**Run 1: port wiring**

(3 px per micron)
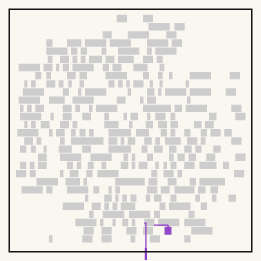
**Run 1: I/O pins on the die edge**

(6 px per micron) Pins as bars across the die edge, other pins in gray.
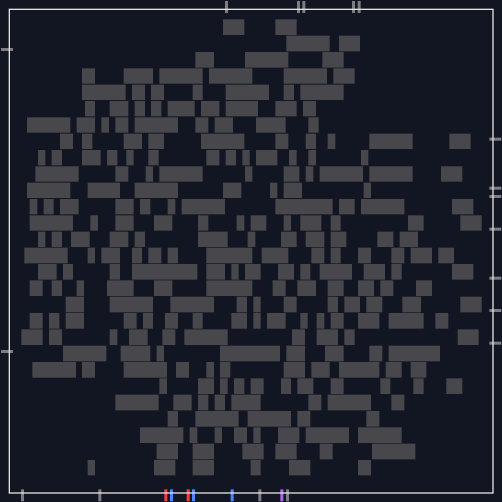
**Run 1: metal 2**

(6 px per micron)
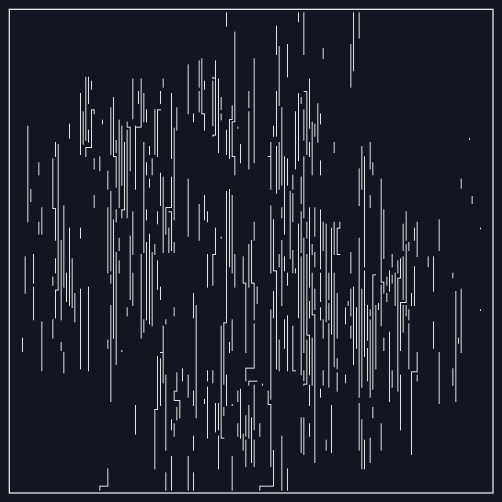
### src/rtl/enlp_sequencer_if.sv
// Bundle of command, loop-feedback, loop-control and status signals for enlp_sequencer.
`timescale 1ns/1ps

interface enlp_sequencer_if;
  logic       SEQ_START;
  logic       SEQ_STOP;
  logic       FAULT_CLR;
  logic       PWRENLP_STATE;
  logic       MTNENLP_STATE;
  logic       BMENLP_STATE;
  logic       KVBMENLP_STATE;
  logic       PWRENLP_CNTL;
  logic       MTNENLP_CNTL;
  logic       BMENLP_CNTL;
  logic       KVBMENLP_CNTL;
  logic       SEQ_BUSY;
  logic       SEQ_DONE;
  logic       SEQ_FAULT;
  logic [1:0] FAULT_CODE;
  logic [2:0] FAULT_STAGE;
  logic [2:0] SEQ_STATE;

  modport slave (
    input  SEQ_START, SEQ_STOP, FAULT_CLR,
    input  PWRENLP_STATE, MTNENLP_STATE, BMENLP_STATE, KVBMENLP_STATE,
    output PWRENLP_CNTL, MTNENLP_CNTL, BMENLP_CNTL, KVBMENLP_CNTL,
    output SEQ_BUSY, SEQ_DONE, SEQ_FAULT, FAULT_CODE, FAULT_STAGE, SEQ_STATE
  );

  modport master (
    output SEQ_START, SEQ_STOP, FAULT_CLR,
    output PWRENLP_STATE, MTNENLP_STATE, BMENLP_STATE, KVBMENLP_STATE,
    input  PWRENLP_CNTL, MTNENLP_CNTL, BMENLP_CNTL, KVBMENLP_CNTL,
    input  SEQ_BUSY, SEQ_DONE, SEQ_FAULT, FAULT_CODE, FAULT_STAGE, SEQ_STATE
  );
endinterface

### src/rtl/enlp_sequencer.sv
// Enable-loop sequencer: brings up power, motion, (KVBM) and beam loops in order with timeout
// and loss monitoring. Define ENLP_SEQ_KVBM_EN to insert the KVBM stage.
`timescale 1ns/1ps

module enlp_sequencer #(
  parameter int unsigned TIMEOUT_W   = 16,
  parameter int unsigned TIMEOUT_CYC = 50000
) (
  input logic             OPB_CLK,
  input logic             OPB_RST_N,
  enlp_sequencer_if.slave bus
);

`ifdef ENLP_SEQ_KVBM_EN
  localparam bit KvbmEn = 1'b1;
`else
  localparam bit KvbmEn = 1'b0;
`endif

  localparam logic [TIMEOUT_W-1:0] CntLast = TIMEOUT_W'(TIMEOUT_CYC - 1);

  typedef enum logic [2:0] {
    StIdle     = 3'd0,
    StPwrWait  = 3'd1,
    StMtnWait  = 3'd2,
    StKvbmWait = 3'd3,
    StBmWait   = 3'd4,
    StRun      = 3'd5,
    StFault    = 3'd6,
    StUnused   = 3'd7
  } state_e;

  // Loop bit order everywhere: 0 pwr, 1 mtn, 2 kvbm, 3 bm
  logic [3:0]           fb_raw, fb_meta_q, fb_sync_q;
  state_e               state_q, state_d, adv_state;
  logic [TIMEOUT_W-1:0] cnt_q, cnt_d;
  logic [1:0]           code_q, code_d;
  logic [2:0]           stage_q, stage_d;
  logic [3:0]           cntl_q, cntl_d, monitor;
  logic                 busy_q, busy_d, done_q, done_d, fault_q, fault_d;
  logic                 waiting, stage_fb, illegal, loss;

  assign fb_raw = {bus.BMENLP_STATE, KvbmEn & bus.KVBMENLP_STATE,
                   bus.MTNENLP_STATE, bus.PWRENLP_STATE};

  // Per-state stage decode: which feedback advances, which established loops are monitored
  always_comb begin
    waiting   = 1'b0;
    stage_fb  = 1'b0;
    monitor   = 4'b0000;
    adv_state = state_q;
    illegal   = 1'b0;
    case (state_q)
      StPwrWait: begin
        waiting   = 1'b1;
        stage_fb  = fb_sync_q[0];
        adv_state = StMtnWait;
      end
      StMtnWait: begin
        waiting   = 1'b1;
        stage_fb  = fb_sync_q[1];
        monitor   = 4'b0001;
        adv_state = KvbmEn ? StKvbmWait : StBmWait;
      end
      StKvbmWait: begin
        waiting   = KvbmEn;
        stage_fb  = fb_sync_q[2];
        monitor   = 4'b0011;
        adv_state = StBmWait;
        illegal   = !KvbmEn;
      end
      StBmWait: begin
        waiting   = 1'b1;
        stage_fb  = fb_sync_q[3];
        monitor   = {1'b0, KvbmEn, 2'b11};
        adv_state = StRun;
      end
      StRun:    monitor = {1'b1, KvbmEn, 2'b11};
      StUnused: illegal = 1'b1;
      default:  ;
    endcase
  end

  assign loss = |(monitor & ~fb_sync_q);

  // Priority among active states: loss, stop, feedback advance, timeout
  always_comb begin
    state_d = state_q;
    code_d  = code_q;
    stage_d = stage_q;
    if (state_q == StIdle) begin
      if (bus.SEQ_START && !bus.SEQ_STOP) state_d = StPwrWait;
    end else if (state_q == StFault) begin
      if (bus.FAULT_CLR) begin
        state_d = StIdle;
        code_d  = 2'd0;
        stage_d = 3'd0;
      end
    end else if (illegal) begin
      state_d = StIdle;
    end else if (loss) begin
      state_d = StFault;
      code_d  = 2'd2;
      stage_d = state_q;
    end else if (bus.SEQ_STOP) begin
      state_d = StIdle;
    end else if (waiting && stage_fb) begin
      state_d = adv_state;
    end else if (waiting && (cnt_q == CntLast)) begin
      state_d = StFault;
      code_d  = 2'd1;
      stage_d = state_q;
    end
  end

  assign cnt_d = (waiting && (state_d == state_q)) ? cnt_q + 1'b1 : '0;

  // Outputs are decoded from the next state so every output is a flop
  always_comb begin
    cntl_d  = 4'b0000;
    busy_d  = 1'b0;
    done_d  = 1'b0;
    fault_d = 1'b0;
    case (state_d)
      StPwrWait: begin
        cntl_d = 4'b0001;
        busy_d = 1'b1;
      end
      StMtnWait: begin
        cntl_d = 4'b0011;
        busy_d = 1'b1;
      end
      StKvbmWait: begin
        cntl_d = {1'b0, KvbmEn, 2'b11};
        busy_d = KvbmEn;
      end
      StBmWait: begin
        cntl_d = {1'b1, KvbmEn, 2'b11};
        busy_d = 1'b1;
      end
      StRun: begin
        cntl_d = {1'b1, KvbmEn, 2'b11};
        done_d = 1'b1;
      end
      StFault: fault_d = 1'b1;
      default: ;
    endcase
  end

  always_ff @(posedge OPB_CLK) begin
    if (!OPB_RST_N) begin
      state_q   <= StIdle;
      cnt_q     <= '0;
      fb_meta_q <= 4'b0000;
      fb_sync_q <= 4'b0000;
      code_q    <= 2'd0;
      stage_q   <= 3'd0;
      cntl_q    <= 4'b0000;
      busy_q    <= 1'b0;
      done_q    <= 1'b0;
      fault_q   <= 1'b0;
    end else begin
      state_q   <= state_d;
      cnt_q     <= cnt_d;
      fb_meta_q <= fb_raw;
      fb_sync_q <= fb_meta_q;
      code_q    <= code_d;
      stage_q   <= stage_d;
      cntl_q    <= cntl_d;
      busy_q    <= busy_d;
      done_q    <= done_d;
      fault_q   <= fault_d;
    end
  end

  assign bus.PWRENLP_CNTL  = cntl_q[0];
  assign bus.MTNENLP_CNTL  = cntl_q[1];
  assign bus.KVBMENLP_CNTL = cntl_q[2];
  assign bus.BMENLP_CNTL   = cntl_q[3];
  assign bus.SEQ_BUSY      = busy_q;
  assign bus.SEQ_DONE      = done_q;
  assign bus.SEQ_FAULT     = fault_q;
  assign bus.FAULT_CODE    = code_q;
  assign bus.FAULT_STAGE   = stage_q;
  assign bus.SEQ_STATE     = state_q;

endmodule

### src/flat_wrapper.sv
// flat-port wrapper written by rule: the top's interface ports become plain ports
module enlp_sequencer_flat 
#(
  parameter int unsigned TIMEOUT_W   = 16,
  parameter int unsigned TIMEOUT_CYC = 50000
)
  (OPB_CLK, OPB_RST_N, bus_SEQ_START, bus_SEQ_STOP, bus_FAULT_CLR, bus_PWRENLP_STATE, bus_MTNENLP_STATE, bus_BMENLP_STATE, bus_KVBMENLP_STATE, bus_PWRENLP_CNTL, bus_MTNENLP_CNTL, bus_BMENLP_CNTL, bus_KVBMENLP_CNTL, bus_SEQ_BUSY, bus_SEQ_DONE, bus_SEQ_FAULT, bus_FAULT_CODE, bus_FAULT_STAGE, bus_SEQ_STATE);
  enlp_sequencer_if bus_i ();
  input logic OPB_CLK;
  input logic OPB_RST_N;
  input wire logic [$bits(bus_i.SEQ_START)-1:0] bus_SEQ_START;
  input wire logic [$bits(bus_i.SEQ_STOP)-1:0] bus_SEQ_STOP;
  input wire logic [$bits(bus_i.FAULT_CLR)-1:0] bus_FAULT_CLR;
  input wire logic [$bits(bus_i.PWRENLP_STATE)-1:0] bus_PWRENLP_STATE;
  input wire logic [$bits(bus_i.MTNENLP_STATE)-1:0] bus_MTNENLP_STATE;
  input wire logic [$bits(bus_i.BMENLP_STATE)-1:0] bus_BMENLP_STATE;
  input wire logic [$bits(bus_i.KVBMENLP_STATE)-1:0] bus_KVBMENLP_STATE;
  output wire logic [$bits(bus_i.PWRENLP_CNTL)-1:0] bus_PWRENLP_CNTL;
  output wire logic [$bits(bus_i.MTNENLP_CNTL)-1:0] bus_MTNENLP_CNTL;
  output wire logic [$bits(bus_i.BMENLP_CNTL)-1:0] bus_BMENLP_CNTL;
  output wire logic [$bits(bus_i.KVBMENLP_CNTL)-1:0] bus_KVBMENLP_CNTL;
  output wire logic [$bits(bus_i.SEQ_BUSY)-1:0] bus_SEQ_BUSY;
  output wire logic [$bits(bus_i.SEQ_DONE)-1:0] bus_SEQ_DONE;
  output wire logic [$bits(bus_i.SEQ_FAULT)-1:0] bus_SEQ_FAULT;
  output wire logic [$bits(bus_i.FAULT_CODE)-1:0] bus_FAULT_CODE;
  output wire logic [$bits(bus_i.FAULT_STAGE)-1:0] bus_FAULT_STAGE;
  output wire logic [$bits(bus_i.SEQ_STATE)-1:0] bus_SEQ_STATE;
  assign bus_i.SEQ_START = bus_SEQ_START;
  assign bus_i.SEQ_STOP = bus_SEQ_STOP;
  assign bus_i.FAULT_CLR = bus_FAULT_CLR;
  assign bus_i.PWRENLP_STATE = bus_PWRENLP_STATE;
  assign bus_i.MTNENLP_STATE = bus_MTNENLP_STATE;
  assign bus_i.BMENLP_STATE = bus_BMENLP_STATE;
  assign bus_i.KVBMENLP_STATE = bus_KVBMENLP_STATE;
  assign bus_PWRENLP_CNTL = bus_i.PWRENLP_CNTL;
  assign bus_MTNENLP_CNTL = bus_i.MTNENLP_CNTL;
  assign bus_BMENLP_CNTL = bus_i.BMENLP_CNTL;
  assign bus_KVBMENLP_CNTL = bus_i.KVBMENLP_CNTL;
  assign bus_SEQ_BUSY = bus_i.SEQ_BUSY;
  assign bus_SEQ_DONE = bus_i.SEQ_DONE;
  assign bus_SEQ_FAULT = bus_i.SEQ_FAULT;
  assign bus_FAULT_CODE = bus_i.FAULT_CODE;
  assign bus_FAULT_STAGE = bus_i.FAULT_STAGE;
  assign bus_SEQ_STATE = bus_i.SEQ_STATE;
  enlp_sequencer #(.TIMEOUT_W(TIMEOUT_W), .TIMEOUT_CYC(TIMEOUT_CYC)) u_core (.OPB_CLK(OPB_CLK), .OPB_RST_N(OPB_RST_N), .bus(bus_i));
endmodule
### config.mk
export PLATFORM = sky130hd
export DESIGN_NAME = enlp_sequencer_flat
export DESIGN_NICKNAME = d
export VERILOG_FILES = /design/src/rtl/enlp_sequencer_if.sv /design/src/rtl/enlp_sequencer.sv /design/src/flat_wrapper.sv
export SDC_FILE = /design/constraint.sdc
export NUM_CORES = 1
export LEC_CHECK = 0
export CELL_PAD_IN_SITES_DETAIL_PLACEMENT = 1
export CELL_PAD_IN_SITES_GLOBAL_PLACEMENT = 2
export CORE_UTILIZATION = 34
export DETAILED_ROUTE_END_ITERATION = 12
export MAX_ROUTING_LAYER = met4
export PLACE_DENSITY = 0.89
export SYNTH_ARGS = -nofsm -noshare
export SYNTH_HDL_FRONTEND = slang
export SYNTH_SLANG_ARGS = --single-unit
export TNS_END_PERCENT = 20
### constraint.sdc
create_clock -name OPB_CLK -period 3 [get_ports OPB_CLK]
set_input_delay 0.6 -clock OPB_CLK [delete_from_list [all_inputs] [get_ports OPB_CLK]]
set_output_delay 0.6 -clock OPB_CLK [all_outputs]
set_load 0.005 [all_outputs]
==> reports/metrics.csv, run 1 <==
metric,value,unit
ys_area,2090,sq um
comb_area,1240,sq um
power.density,401,nW/um^2
p_int,765,uW
syn_nets,242,
wl_met2,2.35,mm
drv_cap,0,
crit_start,u_core.bus.SEQ_STATE[2]$_SDFF_PN0_,
synthXorXnorAreaFrac,6.29,%
core_area,5920,sq um
final.setup_skew,0.00418,ns
num-nonclk-buffers,29,
multiInputCombCellCount,174,
critPathMaxStageDelay,0.67,ns
power_frac_comb,7.0,%
min_period,2.48,ns
routedWlPerCell,14.9,microns
wl,4.87,mm
reg2reg_to,u_core.cnt_q[8]$_SDFF_PN0_,
ys_sh_adder,0.599,%
ios,24,
post_dp_cell_area,2350,sq um
powerComb,68.8,uW
drive_gt1_share,16.3,%
antenna_left,0,
swShare,22.3,%
edf_count,0,
synth_top_cell_by_count,dfxtp_1,
largest_register_ffs,16,
cp_max_fo,16,
grt_use_met2,26.4,%
grt_max_degree,17,
warnings,27,
cts-hold-fix-buffers,0,
ir_drop,267,uV
synth.cellmix.compoundShare,18.9,%
yosysCellCount,232,
placed_cells,319,
tns,0,ns
cts_tree,done,
top_usage_layer,met2,
hold_depth,1,
fillCellCount,700,
wl_met1,2.35,mm
outcome,completed,
diodes,0,
flops,36,
avgSynthCellArea,9.00,sq um
timing.rr.start,u_core.bus.SEQ_STATE[2]$_SDFF_PN0_,
top_logic_kind,simple AND/OR/NAND/NOR gates,
lay_top_cells,"dfxtp_1, nand3_1, clkdlybuf4s50_1",
grt_first_pass_wirelength,8.41,mm
num_tap_cells,75,
final_cells,327,
grt_use_met3,3.64,%
p_sw,219,uW
route.met3.wl,111,microns
avgViaCountPerCell,5.29,
post_cts_buffers,0,
inverters_excl_clock,5,
cts_buffers,5,
required,3.18,ns
top_power_group,sequential cells,
crit_path_cell_trace,buf_4 > xor2_1 > nor2_1 > nor4_4 > o21ai_2 > o221ai_4 > buf_4 > nor2_1,
sh_comb_area,50.7,%
path_buffers,2,
layout.nets,261,
buf_share,11.0,%
yosys-top-cells-area,"dfxtp_1, nand3_1, xnor2_1, nor2_2, nor2_1",
period_used_share,82.7,%
synthCells,232,
worst-setup-path-type,register to register,
grt_overflow_total,0,
port_buffers,21,
postCtsResizedCells,0,
clockBufferDepth,2,
core_util_floorplan,35.3,%
preCtsSetupSlack,0.458,ns
place.gp.congestion,0.832,
hold_viol_final,0,
powerSeq,493,uW
share_seq_of_total_power,50.1,%
core.rowCount,28,
final_common_cell,dfxtp_1,
r2r_cells,8,
drc,0,
final_area,2460,sq um
dp_hpwl,3.47,mm
finalMaxSlewViolations,0,
synth.cell_area,2090,sq um
die_x,80.4,microns
setup_viol,0,
cp_slowest_cell,dfxtp_1,
pg_clk,422,uW
antenna_found_initial,0,
area_delta_synth_final,17.6,%
grt_pass1_vias,1739,
largest_class,combinational gates,
cp_data_arrival_time,2.66,ns
clkPwrFrac,42.9,%
reg2reg_slack,0.52,ns
p_total,984,uW
clock_area_share,4.38,%
ys_sh_mux,0.479,%
cts.sinks,36,
rsz0062_at_grt,no,
synthArstFlopShare,0,%
leakage,0.893,nW
yosys_warnings,0,
ys_ff,36,
final_util,41.5,%
ys_types,62,
gr-usage-met1,22.3,%
min_delay_worst_endpoint,u_core.fb_sync_q[0]$_SDFF_PN0_,
hp-class,register to register,
top_area_share,34.5,%
cts.reportedPaths.clkPinSlew,0.07,ns
common_cells,"dfxtp_1, nand3_1, nor2_1, nand2_1",
fmax,403,MHz
first_pass_iters,4,
Back to the opening pictures, 'port wiring':
[bus_PWRENLP_STATE] purple | bits: 1 | direction: input | end cells: 1 | buffers: 1 | wire: 15.8 microns

Back to the opening pictures, 'I/O pins on the die edge':
[bus_PWRENLP_STATE] purple | pins: 1 | direction: input | edge: bottom
[bus_FAULT_CODE] red | pins: 2 | direction: output | edge: bottom
[bus_FAULT_STAGE] blue | pins: 3 | direction: output | edge: bottom
all pins by edge: 10 bottom, 7 right, 5 top, 2 left

Back to the opening pictures, 'metal 2':
nets with wire on the layer: 223
share of all routed wire: 48%
longest straight run: 26.5 microns
wire length on this layer: 2350 microns
main direction: vertical

==> run 2: changes to the inputs <==
Settings changed: CORE_UTILIZATION 34 to 31, PLACE_DENSITY 0.89 to 0.86.
Clock period 3 ns to 2.1 ns, I/O delays scaled along.
==> run 2 against run 1 <==
  * Core utilization increased by 6.8 points
  * Critical path type unchanged
  * Routed wire length increased by 28%
  * Largest cell class unchanged
  * Synthesized cell count unchanged
  * Sequential share of layout area decreased by 5.7 points
  * Highest routed layer unchanged
  * Setup slack got worse by 0.51 ns
  * Synthesized area unchanged
  * The flow now finishes with violations (DRC)
  * Die size increased by 9.4%
  * Critical endpoint is now u_core.cnt_q[0]$_SDFF_PN0_
  * Clock-buffer cell count unchanged
  * Combinational power increased by 110%
  * Clock power increased by 44%
==> reports/metrics.csv, run 2 <==
metric,value,unit,change
cp_data_arrival_time,2.29,ns,-0.37 ns
flops,36,,unchanged
inverters_excl_clock,5,,unchanged
p_sw,333,uW,+52%
postCtsResizedCells,21,,+21
min_delay_worst_endpoint,u_core.fb_sync_q[1]$_SDFF_PN0_,,
yosysCellCount,232,,unchanged
finalMaxSlewViolations,0,,unchanged
min_period,2.09,ns,-0.393 ns
syn_nets,242,,unchanged
reg2reg_to,u_core.cnt_q[0]$_SDFF_PN0_,,
avgSynthCellArea,9.00,sq um,unchanged
multiInputCombCellCount,174,,unchanged
ys_types,62,,unchanged
synth.cellmix.compoundShare,18.9,%,unchanged
clkPwrFrac,41.7,%,-1.2 points
synth_top_cell_by_count,dfxtp_1,,
drv_cap,0,,unchanged
ys_ff,36,,unchanged
lay_top_cells,"buf_4, dfxtp_1, nand3_1",,
final_common_cell,buf_4,,
grt_use_met3,3.17,%,-0.47 points
critPathMaxStageDelay,0.48,ns,-0.19 ns
powerSeq,700,uW,+42%
swShare,22.9,%,+0.60 points
wl,6.22,mm,+28%
core.rowCount,29,,+3.6%
num-nonclk-buffers,82,,+180%
route.met3.wl,172,microns,+55%
yosys-top-cells-area,"dfxtp_1, nand3_1, xnor2_1, nor2_2, nor2_1",,
post_cts_buffers,5,,+5
warnings,29,,+7.4%
grt_use_met2,34.0,%,+7.5 points
hp-class,register to register,,
core_util_floorplan,32.5,%,-2.8 points
grt_pass1_vias,2105,,+21%
antenna_found_initial,0,,unchanged
tns,0,ns,unchanged
yosys_warnings,0,,unchanged
port_buffers,21,,unchanged
routedWlPerCell,16.3,microns,+9.3%
cts.reportedPaths.clkPinSlew,0.07,ns,about the same
cp_max_fo,8,,-8
hold_viol_final,0,,unchanged
grt_first_pass_wirelength,10.6,mm,+26%
outcome,finished with violations,,
num_tap_cells,77,,+2.7%
layout.nets,314,,+20%
share_seq_of_total_power,48.2,%,-1.9 points
synthXorXnorAreaFrac,6.29,%,unchanged
placed_cells,366,,+15%
cp_num_cells,8,,
drc,8,,+8
common_cells,"dfxtp_1, nand3_1, nor2_1, nand2_1",,
top_power_group,sequential cells,,
cts-hold-fix-buffers,0,,unchanged
hold_depth,1,,unchanged
required,2.31,ns,-0.87 ns
ir_drop,271,uV,+1.2%
final_cells,382,,+17%
post_dp_cell_area,2710,sq um,+16%
power_frac_comb,10.1,%,+3.1 points
violations,DRC,,
synth.cell_area,2090,sq um,unchanged
p_total,1.45,mW,+48%
timing.critical_path.mode_cell,nor4b_4,,
ys_sh_adder,0.599,%,unchanged
timing.rr.start,u_core.bus.SEQ_STATE[2]$_SDFF_PN0_,,
wl_met1,2.69,mm,+14%
edf_count,0,,unchanged
die_x,84.1,microns,+4.6%
largest_register_ffs,16,,unchanged
avgViaCountPerCell,5.26,,-0.54%
grt_overflow_total,0,,unchanged
ys_sh_mux,0.479,%,unchanged
cts.sinks,36,,unchanged
setup_viol,0,,unchanged
final.setup_skew,0.0124,ns,+0.00820 ns
ios,24,,unchanged
top_usage_layer,met2,,
period_used_share,99.4,%,+17 points
crit_path_cell_trace,buf_6 > nor4b_4 > a41oi_2 > or4_4 > a21oi_4 > o221ai_4 > buf_12 > nor4b_4,,
fmax,479,MHz,+19%
cp_slowest_cell,or4_4,,
cts_buffers,5,,unchanged
area_delta_synth_final,48.4,%,
clockBufferDepth,2,,unchanged
cts_tree,done,,
drive_gt1_share,38.4,%,+22 points
top_logic_kind,simple AND/OR/NAND/NOR gates,,
final_area,3100,sq um,+26%
rsz0062_at_grt,yes,,
pg_clk,606,uW,+44%
fillCellCount,732,,+4.6%
top_area_share,34.5,%,unchanged
core_area,6420,sq um,+8.5%
r2r_cells,8,,unchanged
leakage,1.21,nW,+36%
first_pass_iters,8,,+4
synthArstFlopShare,0,%,unchanged
reg2reg_slack,0.01,ns,-0.51 ns
diodes,0,,unchanged
sh_comb_area,44.4,%,-6.2 points
p_int,1.12,mW,+47%
largest_class,combinational gates,,
ys_area,2090,sq um,unchanged
dp_hpwl,4.45,mm,+28%
crit_start,u_core.bus.SEQ_STATE[2]$_SDFF_PN0_,,
gr-usage-met1,22.2,%,-0.15 points
preCtsSetupSlack,-0.221,ns,-0.679 ns
place.gp.congestion,0.878,,+5.5%
path_buffers,2,,unchanged
clock_area_share,3.47,%,-0.91 points
power.density,469,nW/um^2,+17%
powerComb,147,uW,+110%
grt_max_degree,17,,unchanged
**Run 2: metal 2**

(6 px per micron)
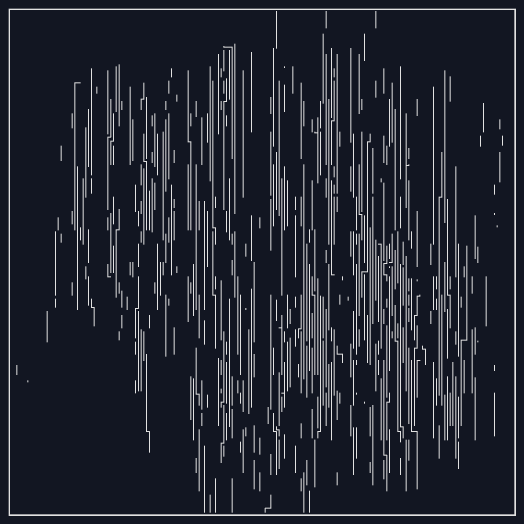
share of all routed wire: 51%
main direction: vertical
wire length on this layer: 3190 microns

**Run 2: I/O pins on the die edge**

(6 px per micron) Pins as bars across the die edge, other pins in gray.
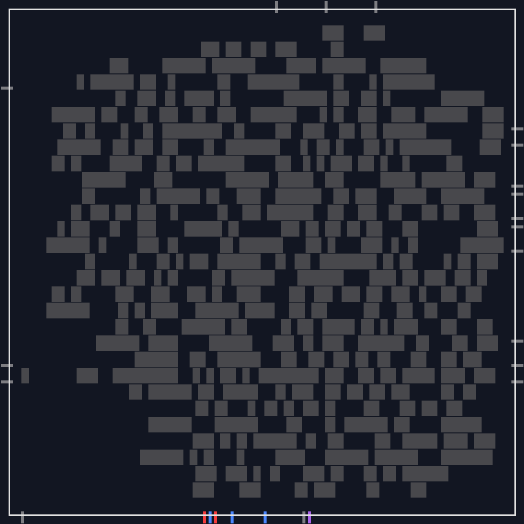
[bus_FAULT_STAGE] blue | pins: 3 | direction: output | edge: bottom
[bus_PWRENLP_STATE] purple | pins: 1 | direction: input | edge: bottom
[bus_FAULT_CODE] red | pins: 2 | direction: output | edge: bottom
all pins by edge: 10 right, 8 bottom, 3 left, 3 top

==> run 3: changes to the inputs <==
Settings changed: CORE_UTILIZATION 31 to 37, PLACE_DENSITY 0.86 to 0.95, SETUP_SLACK_MARGIN from default to 0.15.
Clock period 2.1 ns to 2.5 ns, I/O delays scaled along.
==> run 3 against run 2 <==
  * The flow now finishes without violations
  * Core utilization up 0.98 points
  * Sequential share of layout area is 4.1 points higher
  * Sequential power down 16%
  * Critical path type unchanged
  * Largest cell class unchanged
==> reports/metrics.csv, run 3 <==
metric,value,unit,change
outcome,completed,,
core_util_floorplan,39.6,%,+7.1 points
place.gp.congestion,0.913,,+4.0%
cp_num_cells,6,,-2
hp-class,register to register,,
cp_max_fo,6,,-2
edf_count,0,,unchanged
reg2reg_to,u_core.bus.FAULT_CODE[1]$_SDFFE_PN0P_,,
port_buffers,21,,unchanged
yosys-top-cells-area,"dfxtp_1, nand3_1, xnor2_1, nor2_2, nor2_1",,
post_cts_buffers,1,,-4
avgViaCountPerCell,5.30,,+0.80%
fmax,457,MHz,-4.7%
crit_path_cell_trace,nor4b_2 > nand3_1 > nor4_4 > a31o_2 > and3_1 > o21ai_0,,
common_cells,"dfxtp_1, nand3_1, nor2_1, nand2_1",,
diodes,0,,unchanged
lay_top_cells,"dfxtp_1, nand3_1, buf_4",,
cp_slowest_cell,nor4_4,,
drive_gt1_share,21.9,%,-16 points
wl_met1,2.45,mm,-8.8%
largest_class,combinational gates,,
clock_area_share,3.38,%,-0.097 points
critPathMaxStageDelay,0.49,ns,about the same
grt_use_met2,32.6,%,-1.4 points
avgSynthCellArea,9.00,sq um,unchanged
period_used_share,87.6,%,-12 points
wl,5.21,mm,-16%
grt_overflow_total,0,,unchanged
synth.cellmix.compoundShare,18.9,%,unchanged
grt_use_met3,3.57,%,+0.41 points
leakage,0.990,nW,-19%
cts_tree,done,,
ios,24,,unchanged
grt_max_degree,27,,+10
cts.reportedPaths.clkPinSlew,0.08,ns,about the same
synthArstFlopShare,0,%,unchanged
timing.rr.start,u_core.cnt_q[9]$_SDFF_PN0_,,
rsz0062_at_grt,no,,
die_x,77.1,microns,-8.3%
gr-usage-met1,23.9,%,+1.7 points
core_area,5270,sq um,-18%
min_delay_worst_endpoint,u_core.fb_sync_q[0]$_SDFF_PN0_,,
dp_hpwl,3.85,mm,-13%
syn_nets,242,,unchanged
powerSeq,588,uW,-16%
setup_viol,0,,unchanged
final.setup_skew,0.00479,ns,-0.00758 ns
flops,36,,unchanged
synthXorXnorAreaFrac,6.29,%,unchanged
core.rowCount,26,,-10%
crit_start,u_core.cnt_q[9]$_SDFF_PN0_,,
sh_comb_area,48.0,%,+3.5 points
grt_first_pass_wirelength,8.90,mm,-16%
power_frac_comb,8.8,%,-1.3 points
warnings,27,,-6.9%
inverters_excl_clock,5,,unchanged
min_period,2.19,ns,+0.103 ns
swShare,25.0,%,+2.2 points
final_area,2590,sq um,-16%
path_buffers,0,,-2
num-nonclk-buffers,46,,-44%
top_usage_layer,met2,,
grt_pass1_vias,1807,,-14%
drc,0,,-8
yosys_warnings,0,,unchanged
fillCellCount,637,,-13%
synth_top_cell_by_count,dfxtp_1,,
clockBufferDepth,2,,unchanged
power.density,424,nW/um^2,-9.7%
drv_cap,0,,unchanged
ys_types,62,,unchanged
ir_drop,298,uV,+10%
preCtsSetupSlack,0.108,ns,+0.329 ns
cts.sinks,36,,unchanged
ys_ff,36,,unchanged
p_int,824,uW,-26%
first_pass_iters,4,,-4
clkPwrFrac,37.7,%,-4.0 points
routedWlPerCell,15.4,microns,-5.7%
antenna_found_initial,0,,unchanged
num_tap_cells,70,,-9.1%
post_dp_cell_area,2490,sq um,-8.3%
cts_buffers,5,,unchanged
r2r_cells,6,,-2
cts-hold-fix-buffers,0,,unchanged
route.met3.wl,123,microns,-28%
cp_data_arrival_time,2.36,ns,+0.07 ns
final_common_cell,dfxtp_1,,
p_total,1.10,mW,-24%
ys_sh_adder,0.599,%,unchanged
largest_register_ffs,16,,unchanged
multiInputCombCellCount,174,,unchanged
**Run 3: routed metal, one color a layer**

(4 px per micron) Only two layers are drawn.
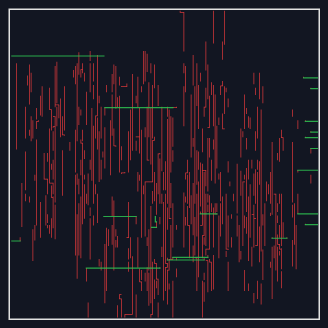
[metal 3] green | wire length: 124 microns
[metal 2] red | wire length: 2560 microns

**Run 3: metal 2**

(6 px per micron)
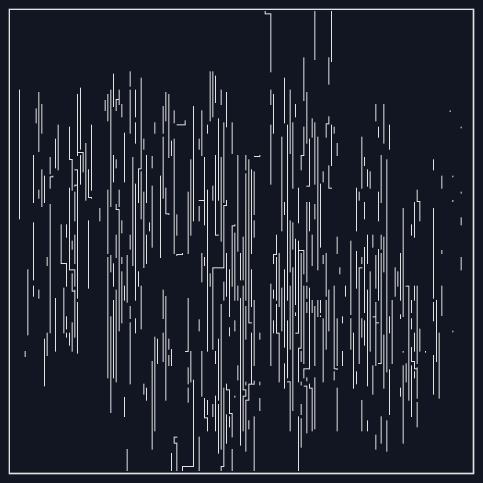
share of all routed wire: 49%
wire length on this layer: 2560 microns
main direction: vertical
longest straight run: 35.4 microns
nets with wire on the layer: 243

Power and IR drop assume default switching activity.
